===== src/rtl/rsnn_spi_pkg.sv =====
// rtl/rsnn_spi_pkg.sv - shared constants, FSM state type and command decode for the RSNN SPI config slave
package rsnn_spi_pkg;

  localparam logic [7:0] CMD_WRITE   = 8'h01;
  localparam logic [7:0] CMD_READ    = 8'h02;
  localparam logic [1:0] DUMMY_BYTES = 2'd1;

  typedef enum logic [2:0] {
    IDLE,
    CMD,
    ADDR,
    WDATA,
    RDUMMY,
    RDATA,
    ERR
  } spi_state_e;

  function automatic logic cmd_is_legal(input logic [7:0] cmd);
    return (cmd == CMD_WRITE) || (cmd == CMD_READ);
  endfunction

endpackage


===== src/rtl/rsnn_spi_cfg_slave_pin_sync.sv =====
// rtl/rsnn_spi_cfg_slave_pin_sync.sv - SPI pin synchronizers with sclk/cs_n edge pulses
// Ports: clk, rst_n         system clock, async active-low reset
//        sclk_i/cs_n_i/mosi_i raw SPI pins (async to clk)
//        sclk_rise_o/sclk_fall_o, cs_fall_o/cs_rise_o  one-clk edge pulses
//        mosi_o             synchronized mosi, aligned with sclk_rise_o
module spi_pin_sync #(
  parameter int SYNC_STAGES = 2
) (
  input  logic clk,
  input  logic rst_n,
  input  logic sclk_i,
  input  logic cs_n_i,
  input  logic mosi_i,
  output logic sclk_rise_o,
  output logic sclk_fall_o,
  output logic cs_fall_o,
  output logic cs_rise_o,
  output logic mosi_o
);

  logic [SYNC_STAGES-1:0] sclk_sync_q;
  logic [SYNC_STAGES-1:0] cs_sync_q;
  logic [SYNC_STAGES-1:0] mosi_sync_q;
  logic                   sclk_prev_q;
  logic                   cs_prev_q;

  // The cs_n chain resets low: if the host keeps cs_n low through a reset,
  // no falling edge is seen and the slave waits for a fresh cs_n assertion.
  always_ff @(posedge clk or negedge rst_n) begin
    if (!rst_n) begin
      sclk_sync_q <= '0;
      cs_sync_q   <= '0;
      mosi_sync_q <= '0;
      sclk_prev_q <= 1'b0;
      cs_prev_q   <= 1'b0;
    end else begin
      sclk_sync_q <= {sclk_sync_q[SYNC_STAGES-2:0], sclk_i};
      cs_sync_q   <= {cs_sync_q[SYNC_STAGES-2:0], cs_n_i};
      mosi_sync_q <= {mosi_sync_q[SYNC_STAGES-2:0], mosi_i};
      sclk_prev_q <= sclk_sync_q[SYNC_STAGES-1];
      cs_prev_q   <= cs_sync_q[SYNC_STAGES-1];
    end
  end

  assign sclk_rise_o =  sclk_sync_q[SYNC_STAGES-1] & ~sclk_prev_q;
  assign sclk_fall_o = ~sclk_sync_q[SYNC_STAGES-1] &  sclk_prev_q;
  assign cs_fall_o   = ~cs_sync_q[SYNC_STAGES-1]   &  cs_prev_q;
  assign cs_rise_o   =  cs_sync_q[SYNC_STAGES-1]   & ~cs_prev_q;
  // Same pipeline depth as sclk, so this is the bit present at the sclk rise.
  assign mosi_o      =  mosi_sync_q[SYNC_STAGES-1];

endmodule


===== src/rtl/rsnn_spi_cfg_slave.sv =====
// rtl/rsnn_spi_cfg_slave.sv - SPI mode-0 slave decoding cmd/addr frames into config memory strobes
// Ports: clk, rst_n                      system clock, async active-low reset
//        sclk_i, cs_n_i, mosi_i, miso_o  SPI pins; miso_oe_o enables the miso pad
//        mem_addr_o/mem_wdata_o/mem_we_o/mem_re_o, mem_rdata_i  memory port
//        busy_o                          frame in progress; err_o sticky bad-command flag
module rsnn_spi_cfg_slave
  import rsnn_spi_pkg::*;
#(
  parameter int ADDR_W      = 8,
  parameter int DATA_W      = 8,
  parameter int SYNC_STAGES = 2
) (
  input  logic              clk,
  input  logic              rst_n,
  input  logic              sclk_i,
  input  logic              cs_n_i,
  input  logic              mosi_i,
  output logic              miso_o,
  output logic              miso_oe_o,
  output logic [ADDR_W-1:0] mem_addr_o,
  output logic [DATA_W-1:0] mem_wdata_o,
  output logic              mem_we_o,
  output logic              mem_re_o,
  input  logic [DATA_W-1:0] mem_rdata_i,
  output logic              busy_o,
  output logic              err_o
);

  logic sclk_rise, sclk_fall, cs_fall, cs_rise, mosi_s;

  spi_pin_sync #(.SYNC_STAGES(SYNC_STAGES)) u_pin_sync (
    .clk         (clk),
    .rst_n       (rst_n),
    .sclk_i      (sclk_i),
    .cs_n_i      (cs_n_i),
    .mosi_i      (mosi_i),
    .sclk_rise_o (sclk_rise),
    .sclk_fall_o (sclk_fall),
    .cs_fall_o   (cs_fall),
    .cs_rise_o   (cs_rise),
    .mosi_o      (mosi_s)
  );

  spi_state_e        state_q;
  logic [2:0]        bit_cnt_q;
  logic [6:0]        rx_q;
  logic [7:0]        tx_q;
  logic [7:0]        rbuf_q;
  logic [ADDR_W-1:0] addr_q;
  logic [ADDR_W-1:0] mem_addr_q;
  logic [DATA_W-1:0] mem_wdata_q;
  logic              mem_we_q, mem_re_q;
  logic              rd_pend_q;   // mem_rdata valid this cycle
  logic              load_pend_q; // next sclk fall reloads tx from rbuf
  logic              cmd_rd_q;
  logic              err_q;
  logic [1:0]        dummy_cnt_q;

  logic [7:0] rx_d;
  logic       byte_done;

  assign rx_d      = {rx_q, mosi_s};
  assign byte_done = sclk_rise && (bit_cnt_q == 3'd7);

  always_ff @(posedge clk or negedge rst_n) begin
    if (!rst_n) begin
      state_q     <= IDLE;
      bit_cnt_q   <= 3'd0;
      rx_q        <= '0;
      tx_q        <= '0;
      rbuf_q      <= '0;
      addr_q      <= '0;
      mem_addr_q  <= '0;
      mem_wdata_q <= '0;
      mem_we_q    <= 1'b0;
      mem_re_q    <= 1'b0;
      rd_pend_q   <= 1'b0;
      load_pend_q <= 1'b0;
      cmd_rd_q    <= 1'b0;
      err_q       <= 1'b0;
      dummy_cnt_q <= 2'd0;
    end else begin
      mem_we_q  <= 1'b0;
      mem_re_q  <= 1'b0;
      rd_pend_q <= mem_re_q;
      if (rd_pend_q) rbuf_q <= mem_rdata_i;

      // cs_n rise has priority over any byte completing in the same cycle.
      if (cs_rise) begin
        state_q     <= IDLE;
        bit_cnt_q   <= 3'd0;
        load_pend_q <= 1'b0;
      end else if (state_q == IDLE) begin
        if (cs_fall) begin
          state_q     <= CMD;
          bit_cnt_q   <= 3'd0;
          tx_q        <= '0;
          err_q       <= 1'b0;
          load_pend_q <= 1'b0;
          dummy_cnt_q <= 2'd0;
        end
      end else begin
        if (sclk_fall && state_q == RDATA) begin
          if (load_pend_q) begin
            tx_q        <= rbuf_q;
            load_pend_q <= 1'b0;
          end else begin
            tx_q <= {tx_q[6:0], 1'b0};
          end
        end
        if (sclk_rise) begin
          rx_q      <= rx_d[6:0];
          bit_cnt_q <= bit_cnt_q + 3'd1;
        end
        if (byte_done) begin
          case (state_q)
            CMD: begin
              if (cmd_is_legal(rx_d)) begin
                state_q  <= ADDR;
                cmd_rd_q <= (rx_d == CMD_READ);
              end else begin
                state_q <= ERR;
                err_q   <= 1'b1;
              end
            end
            ADDR: begin
              if (cmd_rd_q) begin
                // Prefetch the first word while the dummy byte shifts in.
                mem_re_q   <= 1'b1;
                mem_addr_q <= ADDR_W'(rx_d);
                addr_q     <= ADDR_W'(rx_d) + ADDR_W'(1);
                state_q    <= RDUMMY;
              end else begin
                addr_q  <= ADDR_W'(rx_d);
                state_q <= WDATA;
              end
            end
            WDATA: begin
              mem_we_q    <= 1'b1;
              mem_addr_q  <= addr_q;
              mem_wdata_q <= DATA_W'(rx_d);
              addr_q      <= addr_q + ADDR_W'(1);
            end
            RDUMMY: begin
              if (dummy_cnt_q == DUMMY_BYTES - 2'd1) begin
                state_q     <= RDATA;
                load_pend_q <= 1'b1;
              end else begin
                dummy_cnt_q <= dummy_cnt_q + 2'd1;
              end
            end
            RDATA: begin
              mem_re_q    <= 1'b1;
              mem_addr_q  <= addr_q;
              addr_q      <= addr_q + ADDR_W'(1);
              load_pend_q <= 1'b1;
            end
            default: ;
          endcase
        end
      end
    end
  end

  assign miso_o      = (state_q == RDATA) && tx_q[7];
  assign busy_o      = (state_q != IDLE);
  assign miso_oe_o   = busy_o;
  assign err_o       = err_q;
  assign mem_addr_o  = mem_addr_q;
  assign mem_wdata_o = mem_wdata_q;
  assign mem_we_o    = mem_we_q;
  assign mem_re_o    = mem_re_q;

endmodule


===== config.mk =====
export PLATFORM = sky130hd
export DESIGN_NAME = rsnn_spi_cfg_slave
export DESIGN_NICKNAME = d
export VERILOG_FILES = /design/src/rtl/rsnn_spi_pkg.sv /design/src/rtl/rsnn_spi_cfg_slave_pin_sync.sv /design/src/rtl/rsnn_spi_cfg_slave.sv
export SDC_FILE = /design/constraint.sdc
export NUM_CORES = 1
export LEC_CHECK = 0
export CAP_MARGIN = 30
export CORE_MARGIN = 3
export CORE_UTILIZATION = 27
export DETAILED_ROUTE_END_ITERATION = 16
export GPL_TIMING_DRIVEN = 0
export RECOVER_POWER = 100
export SETUP_SLACK_MARGIN = 0.2
export SYNTH_ARGS = -nofsm -noshare
export SYNTH_HDL_FRONTEND = slang
export SYNTH_SLANG_ARGS = --single-unit
export TNS_END_PERCENT = 1

===== constraint.sdc =====
create_clock -name clk -period 5.8 [get_ports clk]
set_input_delay 0.58 -clock clk [delete_from_list [all_inputs] [get_ports clk]]
set_output_delay 0.58 -clock clk [all_outputs]
set_load 0.05 [all_outputs]

==> impl_metrics.json, run 1 <==
{
  "r2r_slack_ps": 3080,
  "wirelength_mm": 7.761,
  "grtUsageMet1": 0.1579,
  "cp_slowest_cell": "dlygate4sd3_1",
  "highest_layer": "met4",
  "vias_per_cell": 4.755,
  "rsz0062_at_grt": "no",
  "path_cells": "clkbuf_1 -> nor3_1 -> clkbuf_1 -> inv_2 -> buf_4 -> dlygate4sd3_1",
  "ys_sh_simple": 0.1412,
  "fp.dieW_um": 119.1,
  "worst_ep_required_time_ps": 5220,
  "htree_levels": 3,
  "maxCapViolations": 0,
  "synthTopLogicFamily": "multiplexers",
  "ff_type": "dfrtp_1",
  "fin_nets": 385,
  "synth_flops": 69,
  "period_minus_slack_ps": 3241,
  "syn2layout_area_growth_pct": 23.46,
  "p_seq_frac": 0.358,
  "hold_depth": 0,
  "grt_pass1_vias": 2535,
  "xor_share": 0.02028,
  "top_cells_by_area": "dfrtp_1 (50%), mux2_1 (6.8%), ha_1 (3.3%)",
  "cpMostUsedCell": "clkbuf_1",
  "grt_max_degree": 70,
  "core_area_um2": 12260,
  "ys_area_um2": 3456,
  "cts_buffer_depth": 2,
  "powerDensity_nw_per_um2": 373.9,
  "setup-tns-final_ps": 0,
  "synth_cell_types": 59,
  "dieArea_um2": 14190,
  "final_core_util": 0.3480,
  "grt_busiest_layer": "met2",
  "antenna_cells": 0,
  "cts_resized": 0,
  "syn-cell-area_um2": 3456,
  "met3RoutedLength_um": 312,
  "max_stage_delay_ps": 750,
  "hold_ws_ps": 347.8,
  "clkPwrFrac": 0.345,
  "root_buffer": "clkbuf_16",
  "slew_viol_final": 0,
  "place.gp.congestion": 0.8837,
  "drt_first_pass_iters": 5,
  "wire_per_inst_um": 14.51,
  "report.final.setup_viol": 0,
  "clk_pin_slew_ps": 50,
  "seq_area_um2": 1727,
  "tightestPinTransition_ps": 883.2,
  "p_sw_mw": 0.5583,
  "postCtsHoldBufs": 0,
  "critPathLaunch": "state_q[2]",
  "layout_setup_ws_ps": 2559,
  "hold_start": "u_pin_sync.mosi_sync_q[0]",
  "r2r_start": "state_q[2]",
  "leakagePower_nw": 1.928,
  "fmax_ghz": 0.3085,
  "ant_nets": 0,
  "swShare": 0.3499,
  "grt_first_pass_wirelength_mm": 12.97,
  "cts_tree": "yes",
  "final_layout_top_logic_cells": "dfrtp_1 (69), nand2_1 (25), dlygate4sd3_1 (25), mux2_1 (22), nor2_1 (19)",
  "dp_hpwl_mm": 5.468,
  "design_area_um2": 4267,
  "r2r_end": "tx_q[0]",
  "mux_share": 0.1416,
  "grt-ovfl-total": 0,
  "endpoint_kind": "output pin",
  "netlist_instances": 318,
  "avgSynthCellArea_um2": 10.87,
  "globalRouteMet3Util": 0.02517,
  "aoi_share": 0.1195,
  "fp_nets": 340,
  "critPathBufInv": 5,
  "hold_viol": 0,
  "num-fill-cells": 1229,
  "ys_seq_share": 0.4996,
  "comb_area_um2": 1545,
  "netlist_top_cells_count": "dfrtp_1 (69), nand2_1 (25), mux2_1 (21)",
  "outcome": "finished clean",
  "finalPower_mw": 1.595,
  "post_cts_buffers": 0,
  "fa_ha_area_frac": 0.03259,
  "pre_cts_slack_ps": 3317,
  "place_inst": 520,
  "rows": 40,
  "warnings": 29,
  "finalCritPeriodShare": 0.5589
}
[run 1: power groups by stage]
stage / Combinational, mW / Clock, mW / Sequential, mW
6_report: 0.474 / 0.551 / 0.570
5_1_grt: 0.518 / 0.586 / 0.579
4_1_cts: 0.492 / 0.563 / 0.570
3_5_place_dp: 0.490 / 0 / 0.578
3_3_place_gp: 0.482 / 0 / 0.575
2_1_floorplan: 0.356 / 0 / 0.566
[run 1: area by class of cell]
| type | count | share of cell area |
|---|---|---|
| plain buffers | 23 | 0.02199 |
| clock buffers | 11 | 0.05924 |
| clock inverters | 4 | 0.01114 |
| inverters | 14 | 0.01232 |
| multi-input cells | 212 | 0.3622 |
| flip-flops and latches | 69 | 0.4047 |
| well taps | 168 | 0.04927 |
| repair buffers | 34 | 0.07918 |
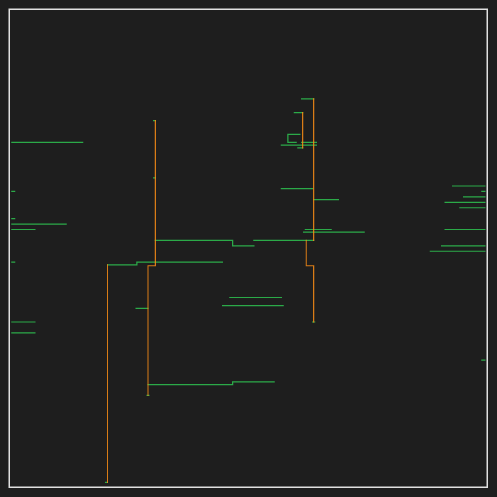
Fig. 1. Wiring by layer (run 1).
Scale: 4 px per um. Only two layers are drawn.
Orange is met4, wire length 191 um. Green is met3, wire length 312 um.
Total GRT Usage: 0.1147
via count: 2544

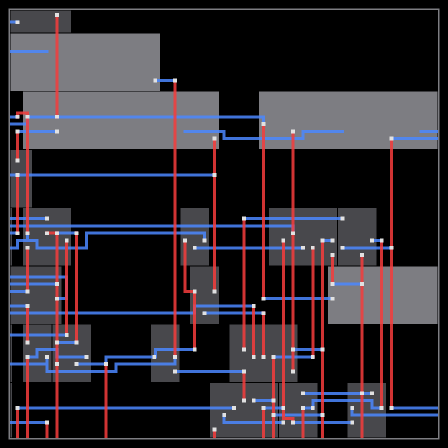
Fig. 2. Zoomed window (run 1).
Region (79, 79) to (99, 99) um. Cells in gray, sequential cells in the stronger gray; small squares are vias.
Red is met2. Blue is met1.
17 logic cells have their middle in the window. Sequential cells in the window: 4. Netlist names of flops here include addr_q (2), mem_addr_o (2). Most frequent: a21oi_1 (4), dfrtp_1 (4).

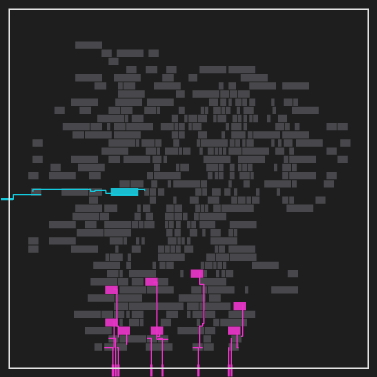
Fig. 3. Port wiring (run 1).
Scale: 3 px per um.
Cyan is err_o, bits 1, direction output, edge left, end cells 1, buffers 1, wire 52.1 um. Magenta is mem_rdata_i, bits 8, direction input, edge bottom, end cells 8, buffers 8, wire 174 um.
port bufs: 34
# IOs: 35

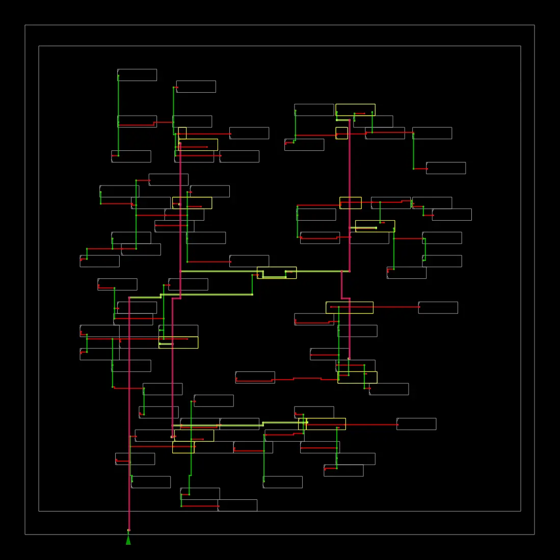
Fig. 4. Clock routing (run 1).
clock latency on the worst-skew pair: 340 ps
Final Skew: 5.699 ps
clk_buf instances: 11
total CTS buffers: 9
CTS Sinks: 69

==> run 2, diff against run 1 <==
==> constraint.sdc (replaced) <==
create_clock -name clk -period 3.4 [get_ports clk]
set_input_delay 0.34 -clock clk [delete_from_list [all_inputs] [get_ports clk]]
set_output_delay 0.34 -clock clk [all_outputs]
set_load 0.05 [all_outputs]
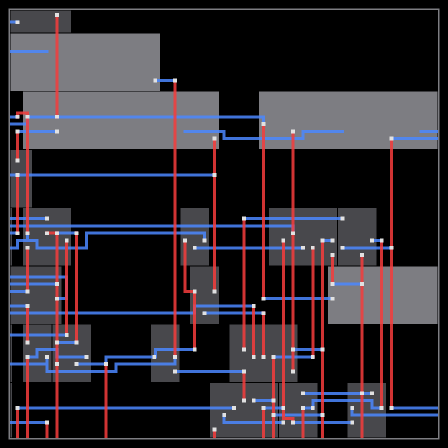
Fig. 5. Zoomed window (run 2).
Region (79, 79) to (99, 99) um. Cells in gray, sequential cells in the stronger gray; small squares are vias.
Blue is met1. Red is met2.
17 logic cells have their middle in the window. Netlist names of flops here include addr_q (2), mem_addr_o (2). Sequential cells in the window: 4. Most frequent: a21oi_1 (4), dfrtp_1 (4).

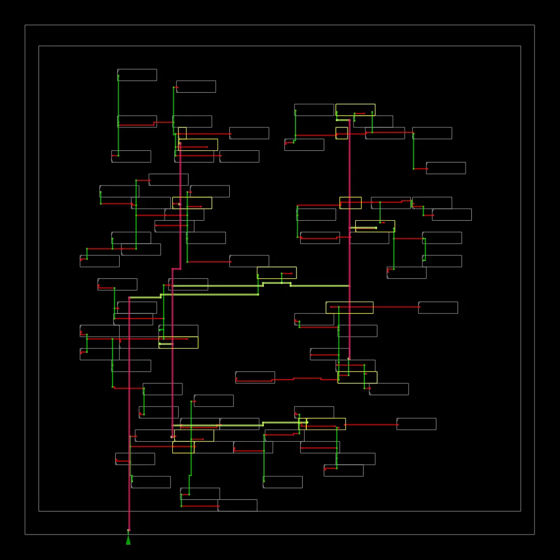
Fig. 6. Clock routing (run 2).
flop count: 69
Clk. pwr: 0.941 mW

==> run 2 against run 1 <==
The flow now finishes with violations (capacitance limit, slew limit). Via count down 0.12%. First-iteration DRC count down 1.9%. Core utilization about the same. Synthesized cell count unchanged. Clock power up 71%. Non-clock buffer count unchanged. Hold slack about the same. Sequential share of layout area about the same. Clock skew about the same. Total power up 71%. Die size unchanged. Sequential cell count unchanged. Critical path type unchanged. Largest power group unchanged.
==> impl_metrics.json, run 2 <==
{
  "outcome": "complete, but fails checks",
  "violations": "capacitance limit, slew limit",
  "comb_cells": 212,
  "cts_resized": 0,
  "synth_flops": 69,
  "slew_viol_final": 70,
  "fin_nets": 385,
  "n_all_buffers": 57,
  "grt_busiest_layer": "met2",
  "fp_nets": 340,
  "clock_insertion_delay_worst_skew_ps": 340,
  "grt_first_pass_wirelength_mm": 12.97,
  "clkPwrFrac": 0.345,
  "tightestPinTransition_ps": 1735,
  "place.gp.congestion": 0.8837,
  "cts_tree": "yes",
  "r2r_slack_ps": 720,
  "p_sw_mw": 0.9544,
  "portBuffers": 34,
  "hold_start": "u_pin_sync.mosi_sync_q[0]",
  "ios": 35,
  "tap_cells": 168,
  "final_layout_top_logic_cells": "dfrtp_1 (69), nand2_1 (25), dlygate4sd3_1 (25), mux2_1 (22), nor2_1 (19)",
  "comb_area_frac": 0.3623,
  "r2r_start": "u_pin_sync.cs_sync_q[1]",
  "power-top-group": "registers",
  "path_cells": "clkbuf_1 -> nor3_1 -> buf_2 -> inv_2 -> buf_4 -> dlygate4sd3_1",
  "design_area_um2": 4265,
  "fmax_ghz": 0.3561,
  "num-fill-cells": 1230,
  "vias_per_cell": 4.750,
  "sh_seq_area": 0.4048,
  "netlist_top_cells_count": "dfrtp_1 (69), nand2_1 (25), mux2_1 (21)",
  "cts_buffer_depth": 2,
  "vias": 2541,
  "wire_per_inst_um": 14.52,
  "avgSynthCellArea_um2": 10.87,
  "clkCellAreaFrac": 0.07040,
  "highest_layer": "met4",
  "layout_setup_ws_ps": 592.0,
  "maxCapViolations": 1,
  "p_seq_frac": 0.357,
  "p_comb_mw": 0.810,
  "top_area_cell_class": "registers",
  "met3RoutedLength_um": 328,
  "root_buffer": "clkbuf_16",
  "core_area_um2": 12260,
  "powerDensity_nw_per_um2": 638.8,
  "place_inst": 520,
  "powerSeq_mw": 0.973,
  "cts_sinks": 69,
  "critPathBufInv": 5,
  "pre_cts_slack_ps": 1157
}
## run 2: cell counts in the layout (fill, tap and decap cells not counted)
Identical to the previous run, type by type.
## run 2: logic make-up (layout without fill, tap and decap cells)
group                    after synthesis  count (layout)  share of synthesized area
flip-flops                            69              69                     0.4996
buffers and inverters                 37              86                    0.04526
AND-OR/OR-AND                         59              59                     0.1195
multiplexers                          44              44                     0.1416
adder cells (fa/ha/maj)                9               9                    0.03259
AND/OR/NAND/NOR                       92              92                     0.1412
XOR/XNOR                               8               8                    0.02027
## run 2: metrics by stage
step,power (mW),util
final,2.725,0.3479
after global routing,2.872,0.3479
after CTS,2.773,0.3510
after detailed placement,1.821,0.3265
after global placement,1.803,0.3267
after floorplan,1.574,-
==> run 3, diff against run 2 <==
==> constraint.sdc (replaced) <==
create_clock -name clk -period 2.5 [get_ports clk]
set_input_delay 0.25 -clock clk [delete_from_list [all_inputs] [get_ports clk]]
set_output_delay 0.25 -clock clk [all_outputs]
set_load 0.05 [all_outputs]
==> run 3 against run 2 <==
Combinational power is 36% higher. Via count is 0.51% lower. Register-to-register slack worse by 480 ps. The flow still finishes with violations (capacitance limit, slew limit). Sequential power is 36% higher. Critical path type unchanged. Clock-buffer cell count stayed put. Final cell count stayed put. Largest power group unchanged. Area after synthesis stayed put. Total power is 36% higher. Routed wire length is 0.12% higher. Worst setup slack worse by 470 ps. Sequential share of layout area is 0.18 points lower.
==> impl_metrics.json, run 3 <==
{
  "highest_layer": "met4",
  "avgSynthCellArea_um2": 10.87,
  "synth_cell_types": 59,
  "netlist_instances": 318,
  "leakagePower_nw": 1.954,
  "comb_cells": 212,
  "hold_ws_ps": 347.8,
  "globalRouteMet3Util": 0.02517,
  "clkCellAreaFrac": 0.07009,
  "critPathLaunch": "state_q[0]",
  "cts_sinks": 69,
  "path_cells": "buf_2 -> nor3_1 -> buf_2 -> inv_1 -> buf_4 -> dlygate4sd2_1",
  "pre_cts_slack_ps": 278.2,
  "syn2layout_area_growth_pct": 23.97,
  "slew_viol_final": 70,
  "post_cts_buffers": 0,
  "root_buffer": "clkbuf_16",
  "clkbuf_count": 11,
  "ant_nets": 0,
  "hold_depth": 0,
  "comb_area_frac": 0.3633,
  "r2r_start": "u_pin_sync.cs_sync_q[1]",
  "max_stage_delay_ps": 410,
  "grt_pass1_vias": 2535,
  "fmax_ghz": 0.4209,
  "finalPower_mw": 3.704,
  "endpoint_kind": "output pin",
  "n_all_buffers": 57,
  "setup-tns-final_ps": 0,
  "n_all_inverters": 14,
  "num-fill-cells": 1225,
  "rsz0062_at_grt": "yes",
  "clk_pin_slew_ps": 50,
  "clkPwrFrac": 0.345,
  "place.gp.congestion": 0.8837,
  "synthArstFlopShare": 1.000,
  "p_sw_mw": 1.297,
  "wirelength_mm": 7.776,
  "maxCapViolations": 1,
  "netlist_top_cells_count": "dfrtp_1 (69), nand2_1 (25), mux2_1 (21)",
  "rows": 40,
  "tap_cells": 168,
  "grt_max_degree": 70,
  "ys_area_um2": 3456,
  "sh_seq_area": 0.4030,
  "grtUsageMet1": 0.1579,
  "hold_viol": 0,
  "buffer_area_frac": 0.1022,
  "p_seq_frac": 0.357,
  "r2r_end": "addr_q[6]",
  "ys_seq_share": 0.4996,
  "swShare": 0.3501,
  "track_usage": 0.1147,
  "seq_cell_count": 69,
  "powerDensity_nw_per_um2": 864.7,
  "top_area_cell_class": "registers",
  "wire_per_inst_um": 14.53,
  "fp_nets": 340,
  "seq_area_um2": 1727,
  "cp_slowest_cell": "dlygate4sd2_1",
  "syn-cell-area_um2": 3456,
  "grt-ovfl-total": 0,
  "layout_setup_ws_ps": 123.9,
  "warnings": 31,
  "report.final.setup_viol": 0,
  "ff_type": "dfrtp_1",
  "tightestPinTransition_ps": 1732,
  "drt_first_pass_iters": 4,
  "dp_hpwl_mm": 5.468,
  "p_comb_mw": 1.10,
  "core_area_um2": 12260,
  "violations": "capacitance limit, slew limit",
  "outcome": "complete, but fails checks",
  "met3RoutedLength_um": 319,
  "antenna_cells": 0,
  "r2r_slack_ps": 240,
  "final_core_util": 0.3494,
  "clk-power_mw": 1.28,
  "cpMostUsedCell": "buf_2",
  "portBuffers": 34,
  "comb_area_um2": 1556,
  "hold_start": "u_pin_sync.mosi_sync_q[0]",
  "worst_ep_required_time_ps": 2250,
  "fin_nets": 385,
  "cts_tree": "yes",
  "cts_buffer_depth": 2,
  "period_minus_slack_ps": 2376
}
## run 3: cell counts after synthesis
No cell type changed its count.
## run 3: kinds of logic after synthesis
kind of cell | after synthesis | share of synthesized area
AND/OR/NAND/NOR | 92 | 0.1412
flip-flops | 69 | 0.4996
AND-OR/OR-AND | 59 | 0.1195
multiplexers | 44 | 0.1416
buffers and inverters | 37 | 0.04526
adder cells (fa/ha/maj) | 9 | 0.03259
XOR/XNOR | 8 | 0.02027
## run 3: metrics by stage
step,std cells,instance area (um2)
2_1_floorplan,318,3456
3_3_place_gp,520,4006
3_5_place_dp,520,4004
4_1_cts,535,4303
5_1_grt,535,4284
6_report,535,4284
## run 3: worst max-delay path, delay by kind of cell, from the launching register on
family	cells	cell delay, ps
buffers and inverters	5	1120
flip-flops	1	360
AND/OR/NAND/NOR	1	300
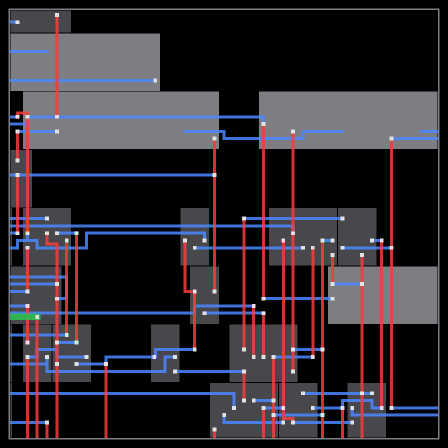
Fig. 7. Zoomed window (run 3).
Region (79, 79) to (99, 99) um. Cells in gray, sequential cells in the stronger gray; small squares are vias.
Blue is met1. Red is met2. Green is met3.
Sequential cells in the window: 4. 17 logic cells have their middle in the window. Netlist names of flops here include addr_q (2), mem_addr_o (2). Most frequent: a21oi_1 (4), dfrtp_1 (4).

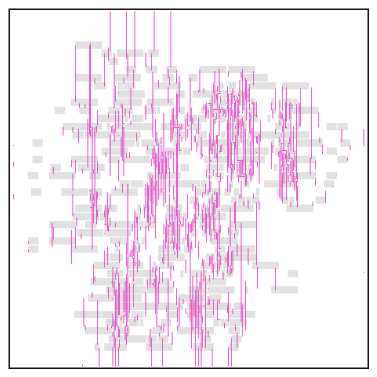
Fig. 8. Met2 routing (run 3).
Scale: 3 px per um. Cells faint in the background.
The layer carries 3420 um of wire. The longest straight run is 40.6 um. 323 nets have wire on it. The wires run mostly vertical. The layer holds 44% of the routed length.

Power is estimated from default activity; no workload was simulated.
